met1.png
Scale bar: 20 um. Cells faint in the background.
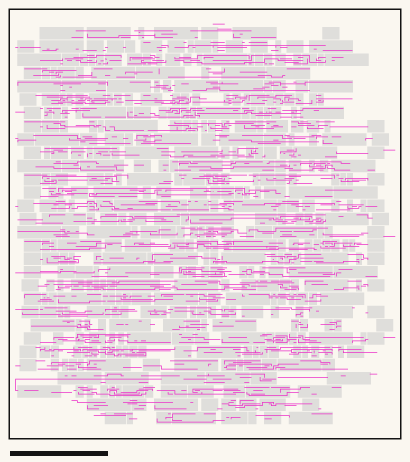
met2.png
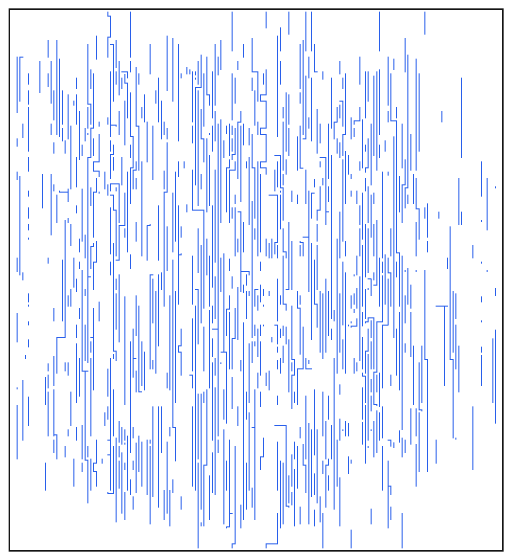
met3.png
Scale bar: 20 um.
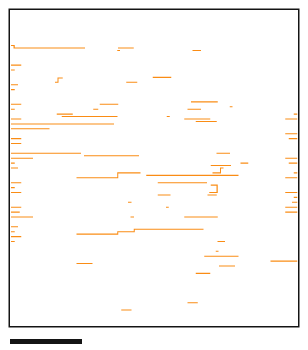
met4.png
Scale bar: 20 um.
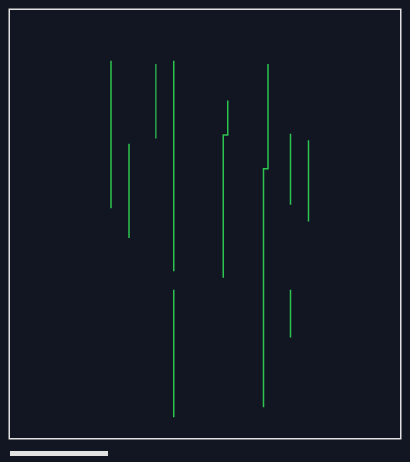
final_clocks.png
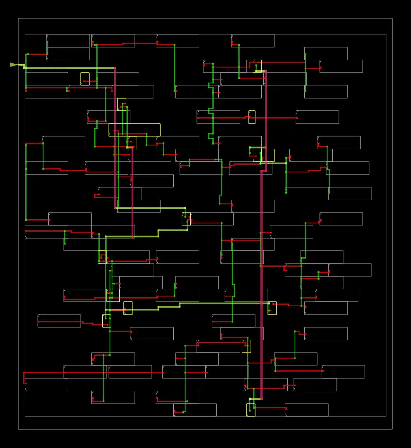
## src/rtl/fib_bcd_conv.sv

```systemverilog
// fib_bcd_conv
//   Converts one unsigned binary value at a time into packed BCD.
//   The conversion uses an iterative shift-add-3 (double-dabble) engine
//   that processes one input bit per clock.
//
// Parameters
//   DATA_W : binary input width. Must match the generator's fib_no width.
//   DIGITS : number of BCD digits. Must be >= ceil(DATA_W*log10(2)).
//
// Ports
//   clk       in   single clock; all state changes on its rising edge
//   rst       in   asynchronous, active-high reset
//   in_valid  in   in_data is valid
//   in_data   in   unsigned binary value to convert
//   in_ready  out  block can accept a value (IDLE only)
//   out_valid out  out_bcd holds a finished result (DONE only)
//   out_bcd   out  packed BCD; digit 0 (units) is in bits [3:0]
//   out_ready in   consumer accepts the result
//   busy      out  conversion in progress (SHIFT)
//
// Build option
//   FIB_BCD_LZ_BLANK_EN : when defined, leading-zero digits of the result
//   are replaced by 4'hF. Digit 0 is never blanked.
module fib_bcd_conv #(
  parameter int DATA_W = 20,
  parameter int DIGITS = 7
) (
  input  logic                  clk,
  input  logic                  rst,
  input  logic                  in_valid,
  input  logic [DATA_W-1:0]     in_data,
  output logic                  in_ready,
  output logic                  out_valid,
  output logic [4*DIGITS-1:0]   out_bcd,
  input  logic                  out_ready,
  output logic                  busy
);

  localparam int ACC_W = 4 * DIGITS;
  localparam int CNT_W = $clog2(DATA_W + 1);

  typedef enum logic [1:0] {
    ST_IDLE  = 2'd0,
    ST_SHIFT = 2'd1,
    ST_DONE  = 2'd2
  } state_t;

  state_t             state_r;
  state_t             state_s;
  logic [DATA_W-1:0]  shift_r;
  logic [ACC_W-1:0]   acc_r;
  logic [CNT_W-1:0]   cnt_r;
  logic [ACC_W-1:0]   out_bcd_r;

  logic [ACC_W-1:0]   adj_s;
  logic [ACC_W-1:0]   acc_shift_s;
  logic [ACC_W-1:0]   result_s;
  logic               last_step_s;

  // Add 3 to every digit >= 5; digits are independent, no carry between them.
  function automatic logic [ACC_W-1:0] add3_digits(input logic [ACC_W-1:0] acc);
    logic [ACC_W-1:0] r;
    logic [3:0]       d;
    r = acc;
    for (int i = 0; i < DIGITS; i++) begin
      d = acc[4*i +: 4];
      if (d >= 4'd5) begin
        r[4*i +: 4] = d + 4'd3;
      end else begin
        r[4*i +: 4] = d;
      end
    end
    return r;
  endfunction

`ifdef FIB_BCD_LZ_BLANK_EN
  // Replace zero digits above the most significant non-zero digit with 4'hF.
  function automatic logic [ACC_W-1:0] blank_leading(input logic [ACC_W-1:0] acc);
    logic [ACC_W-1:0] r;
    logic             seen;
    r    = acc;
    seen = 1'b0;
    for (int i = DIGITS - 1; i >= 1; i--) begin
      if (!seen && (acc[4*i +: 4] == 4'd0)) begin
        r[4*i +: 4] = 4'hF;
      end else begin
        seen = 1'b1;
      end
    end
    return r;
  endfunction
`endif

  // One double-dabble step: adjust digits, then shift {acc, shift} left by one.
  always_comb begin
    adj_s       = add3_digits(acc_r);
    acc_shift_s = {adj_s[ACC_W-2:0], shift_r[DATA_W-1]};
    last_step_s = (cnt_r == CNT_W'(1));
`ifdef FIB_BCD_LZ_BLANK_EN
    result_s    = blank_leading(acc_shift_s);
`else
    result_s    = acc_shift_s;
`endif
  end

  // Next-state logic.
  always_comb begin
    state_s = state_r;
    case (state_r)
      ST_IDLE: begin
        if (in_valid) begin
          state_s = ST_SHIFT;
        end else begin
          state_s = ST_IDLE;
        end
      end
      ST_SHIFT: begin
        if (last_step_s) begin
          state_s = ST_DONE;
        end else begin
          state_s = ST_SHIFT;
        end
      end
      ST_DONE: begin
        if (out_ready) begin
          state_s = ST_IDLE;
        end else begin
          state_s = ST_DONE;
        end
      end
      default: state_s = ST_IDLE;
    endcase
  end

  // State register.
  always_ff @(posedge clk or posedge rst) begin
    if (rst) begin
      state_r <= ST_IDLE;
    end else begin
      state_r <= state_s;
    end
  end

  // Datapath: load on accept, shift while converting, capture result on the last step.
  always_ff @(posedge clk or posedge rst) begin
    if (rst) begin
      shift_r   <= {DATA_W{1'b0}};
      acc_r     <= {ACC_W{1'b0}};
      cnt_r     <= {CNT_W{1'b0}};
      out_bcd_r <= {ACC_W{1'b0}};
    end else begin
      case (state_r)
        ST_IDLE: begin
          if (in_valid) begin
            shift_r <= in_data;
            acc_r   <= {ACC_W{1'b0}};
            cnt_r   <= CNT_W'(DATA_W);
          end
        end
        ST_SHIFT: begin
          shift_r <= {shift_r[DATA_W-2:0], 1'b0};
          acc_r   <= acc_shift_s;
          cnt_r   <= cnt_r - CNT_W'(1);
          // out_bcd only changes on entry to DONE, so it holds through stalls
          // and keeps the last result after the handshake.
          if (last_step_s) begin
            out_bcd_r <= result_s;
          end
        end
        ST_DONE: begin
          cnt_r <= cnt_r;
        end
        default: begin
          cnt_r <= {CNT_W{1'b0}};
        end
      endcase
    end
  end

  assign in_ready  = (state_r == ST_IDLE);
  assign busy      = (state_r == ST_SHIFT);
  assign out_valid = (state_r == ST_DONE);
  assign out_bcd   = out_bcd_r;

endmodule

```

## config.mk

```make
export PLATFORM = sky130hd
export DESIGN_NAME = fib_bcd_conv
export DESIGN_NICKNAME = d
export VERILOG_FILES = /design/src/rtl/fib_bcd_conv.sv
export SDC_FILE = /design/constraint.sdc
export NUM_CORES = 1
export LEC_CHECK = 0
export ABC_CLOCK_PERIOD_IN_PS = 5250
export CAP_MARGIN = 20
export CORE_ASPECT_RATIO = 1.1
export CORE_UTILIZATION = 61
export CTS_BUF_LIST = sky130_fd_sc_hd__clkbuf_2
export DETAILED_ROUTE_END_ITERATION = 10
export GPL_TIMING_DRIVEN = 0
export PLACE_DENSITY = 0.89
export SKIP_CTS_REPAIR_TIMING = 1
export SYNTH_ARGS = -nofsm -noshare
export SYNTH_HDL_FRONTEND = slang
export SYNTH_SLANG_ARGS = --single-unit
```

## constraint.sdc

```tcl
create_clock -name clk -period 5.25 [get_ports clk]
set_input_delay 0.525 -clock clk [delete_from_list [all_inputs] [get_ports clk]]
set_output_delay 0.525 -clock clk [all_outputs]
set_load 0.05 [all_outputs]
```

==> results.sh <==
# source this file to load flow results
export IMPL_syn_cell_area_um2=4080
export IMPL_antenna_found_initial=0
export IMPL_drive_above_1_share=0.0975
export IMPL_largest_area_cell="dfrtp_1"
export IMPL_tritoncts="done"
export IMPL_finalSetupViolCount=0
export IMPL_grt_overflow=0
export IMPL_ys_flops=83
export IMPL_ir_drop_mv=0.376
export IMPL_finalCriticalPeriod_ns=3.11
export IMPL_p_leak_nw=2.28
export IMPL_ant_nets=0
export IMPL_syn_nets=441
export IMPL_finalSetupTns_ns=0
export IMPL_netlist_top_cells_area="dfrtp_1 51%, o21ai_0 7.9%, nand2_1 6.2%"
export IMPL_gp_congestion=0.808
export IMPL_yosys_cells=401
export IMPL_synth_async_sr_flop_share=1.00
export IMPL_worst_slew_pin_slew_ns=0.640
export IMPL_slew_violations=0
export IMPL_grt_max_degree=48
export IMPL_clock_fmax_mhz=322
export IMPL_viasPerCell=5.72
export IMPL_ff_type="dfrtp_1"
export IMPL_outcome="finished clean"
export IMPL_hold_ws_ns=0.308
export IMPL_crit_chain="nand2b_4 > buf_6 > inv_6 > buf_2 > clkdlybuf4s50_1"
export IMPL_required_ns=4.72
export IMPL_critPathKind="flop to output port"
export IMPL_cp_max_fo=10
export IMPL_top_cells_by_count="83 x dfrtp_1, 67 x nand2_1, 64 x o21ai_0, 25 x mux2i_1, 23 x a21oi_1"
export IMPL_grt_pass1_vias=3172
export IMPL_ys_chip_area_um2=4080
export IMPL_crit_path_start_kind="flop"
export IMPL_yosysSeqAreaShare=0.510
export IMPL_grt_use_total=0.278
export IMPL_wl_per_cell_um=15.9
export IMPL_num_fill_cells=433
export IMPL_drc=0
export IMPL_cts_max_level=3
export IMPL_clk_pin_slew_worst_paths_ns=0.23
export IMPL_hold_path_class="primary input to async pin"
export IMPL_diodes=0
export IMPL_slowest_delay_ns=0.85
export IMPL_worstSetupEndpointType="output port"
export IMPL_dieWidth_um=79.9
export IMPL_timing_final_crit_share=0.592
export IMPL_cap_violations=0
export IMPL_dp_hpwl_um=6270
export IMPL_io_buffers=54
export IMPL_area_growth_pct=19.1
export IMPL_coreArea_um2=6310
export IMPL_rows=30
export IMPL_syn_avg_cell_area_um2=10.2
export IMPL_timing_hold_violations_final=0
export IMPL_rsz0062_at_grt="false"
export IMPL_fin_nets=507
export IMPL_synth_cells=401
export IMPL_cts_root_buffer="clkbuf_2"
About met1.png:
longest straight run: 38.2 um
wire length on this layer: 3750 um
main direction: horizontal
nets with wire on the layer: 448
share of all routed wire: 43%
routed wire length: 8780 um
met1 Track Usage GR: 0.338
via count: 3157

About met2.png:
main direction: vertical
nets with wire on the layer: 433
wire length on this layer: 4350 um
longest straight run: 50.7 um
M2 GR Usage: 0.465

About met3.png:
share of all routed wire: 4.5%
longest straight run: 28.3 um
wire length on this layer: 399 um
main direction: horizontal
GR Util met3: 0.0438

About met4.png:
share of all routed wire: 3.2%
longest straight run: 48.7 um
nets with wire on the layer: 8
main direction: vertical

About final_clocks.png:
skew final: 0.0335 ns
Num CTS Buffers: 9
clk sinks: 83

==> path summary, 6_finish.rpt <==
check                           slack, ns          end        start
worst max-delay path                 2.14         busy   state_r[1]
worst min-delay path                 0.31  out_bcd[15]          rst
worst max register to register       3.48  out_bcd[14]    acc_r[12]
worst min register to register       0.51  out_bcd[20]  out_bcd[20]
max in group asynchronous            4.33   shift_r[3]          rst
min in group clk                     0.51  out_bcd[20]  out_bcd[20]
==> state kept, by name (all words and copies together), names as in the netlist <==
signal,cells
cnt_r,5
acc_r,28
state_r,2
out_bcd,28
shift_r,20
==> metrics by stage <==
step                 util  total power [mW]  area (um^2)  worst slack (ns)
detailed placement  0.753              3.07         4750              2.74
CTS                 0.770              3.41         4850              2.11
global placement    0.748              2.95         4720              1.37
finish              0.770              3.40         4850              2.14
floorplan               -              2.52         4080              2.59
global route        0.770              3.63         4850              2.05
==> critical path, delay by kind of cell (launching register included) <==
family,cells,cell delay (ns)
buffers and inverters,4,1.35
flip-flops,1,0.51
AND/OR/NAND/NOR,1,0.18
==> report_power, final <==
part           switching, mW  internal, mW  leakage [nW]  total, mW
Sequential             0.237         0.935          1.04       1.17
Clock                  0.225         0.111        0.0656      0.336
Combinational           1.14         0.759          1.17       1.90
==> kinds of logic after synthesis <==
| logic type | count (synthesis) | share of synthesized area |
|---|---|---|
| and+or+nand+nor | 116 | 0.141 |
| muxes | 33 | 0.0909 |
| xor gates and xnor gates | 8 | 0.0172 |
| AOI/OAI and AO/OA | 106 | 0.142 |
| adders and majority gates | 16 | 0.0491 |
| DFF | 83 | 0.510 |
| buffers and inverters | 39 | 0.0500 |
==> routing by layer <==
layer / part of all wire / wire length (um) / vias to the layer above / GRT usage
li1: - / - / 1505 / -
met1: 0.43 / 3750 / 1525 / 0.338
met2: 0.50 / 4350 / 104 / 0.465
met3: 0.045 / 398 / 23 / 0.0438
met4: 0.032 / 280 / 0 / 0.169
met5: 0 / 0 / - / 0
==> placed cells by master, fill, tap and decap left out, types with 2 or more instances in the layout <==
cell,n
o21ai_0,64
mux2i_1,25
nand2b_1,7
inv_1,18
xnor2_1,8
clkbuf_2,11
o31ai_1,4
a21oi_1,23
nor2_1,5
clkinvlp_4,2
nand3_1,7
a22o_1,8
nor3_1,8
o21ai_1,4
nor3b_1,13
mux2_4,8
buf_6,3
and2_1,2
clkdlybuf4s50_1,54
ha_1,16
nor2b_1,4
dfrtp_1,83
o21ai_2,2
buf_2,9
nand2_1,67
clkbuf_1,4
buf_4,2
==> area by class of cell <==
class,instances,area [um^2],share of cell area
plain buffers,19,124,0.0255
clock inverters,5,53.8,0.0111
multi-input cells,279,1790,0.370
clock buffers,11,55.1,0.0113
repair buffers,55,568,0.117
inverters,20,82.6,0.0170
well taps,80,100,0.0206
flip-flops and latches,83,2080,0.428
No activity file was given, so power comes from the tool's default toggle rates.
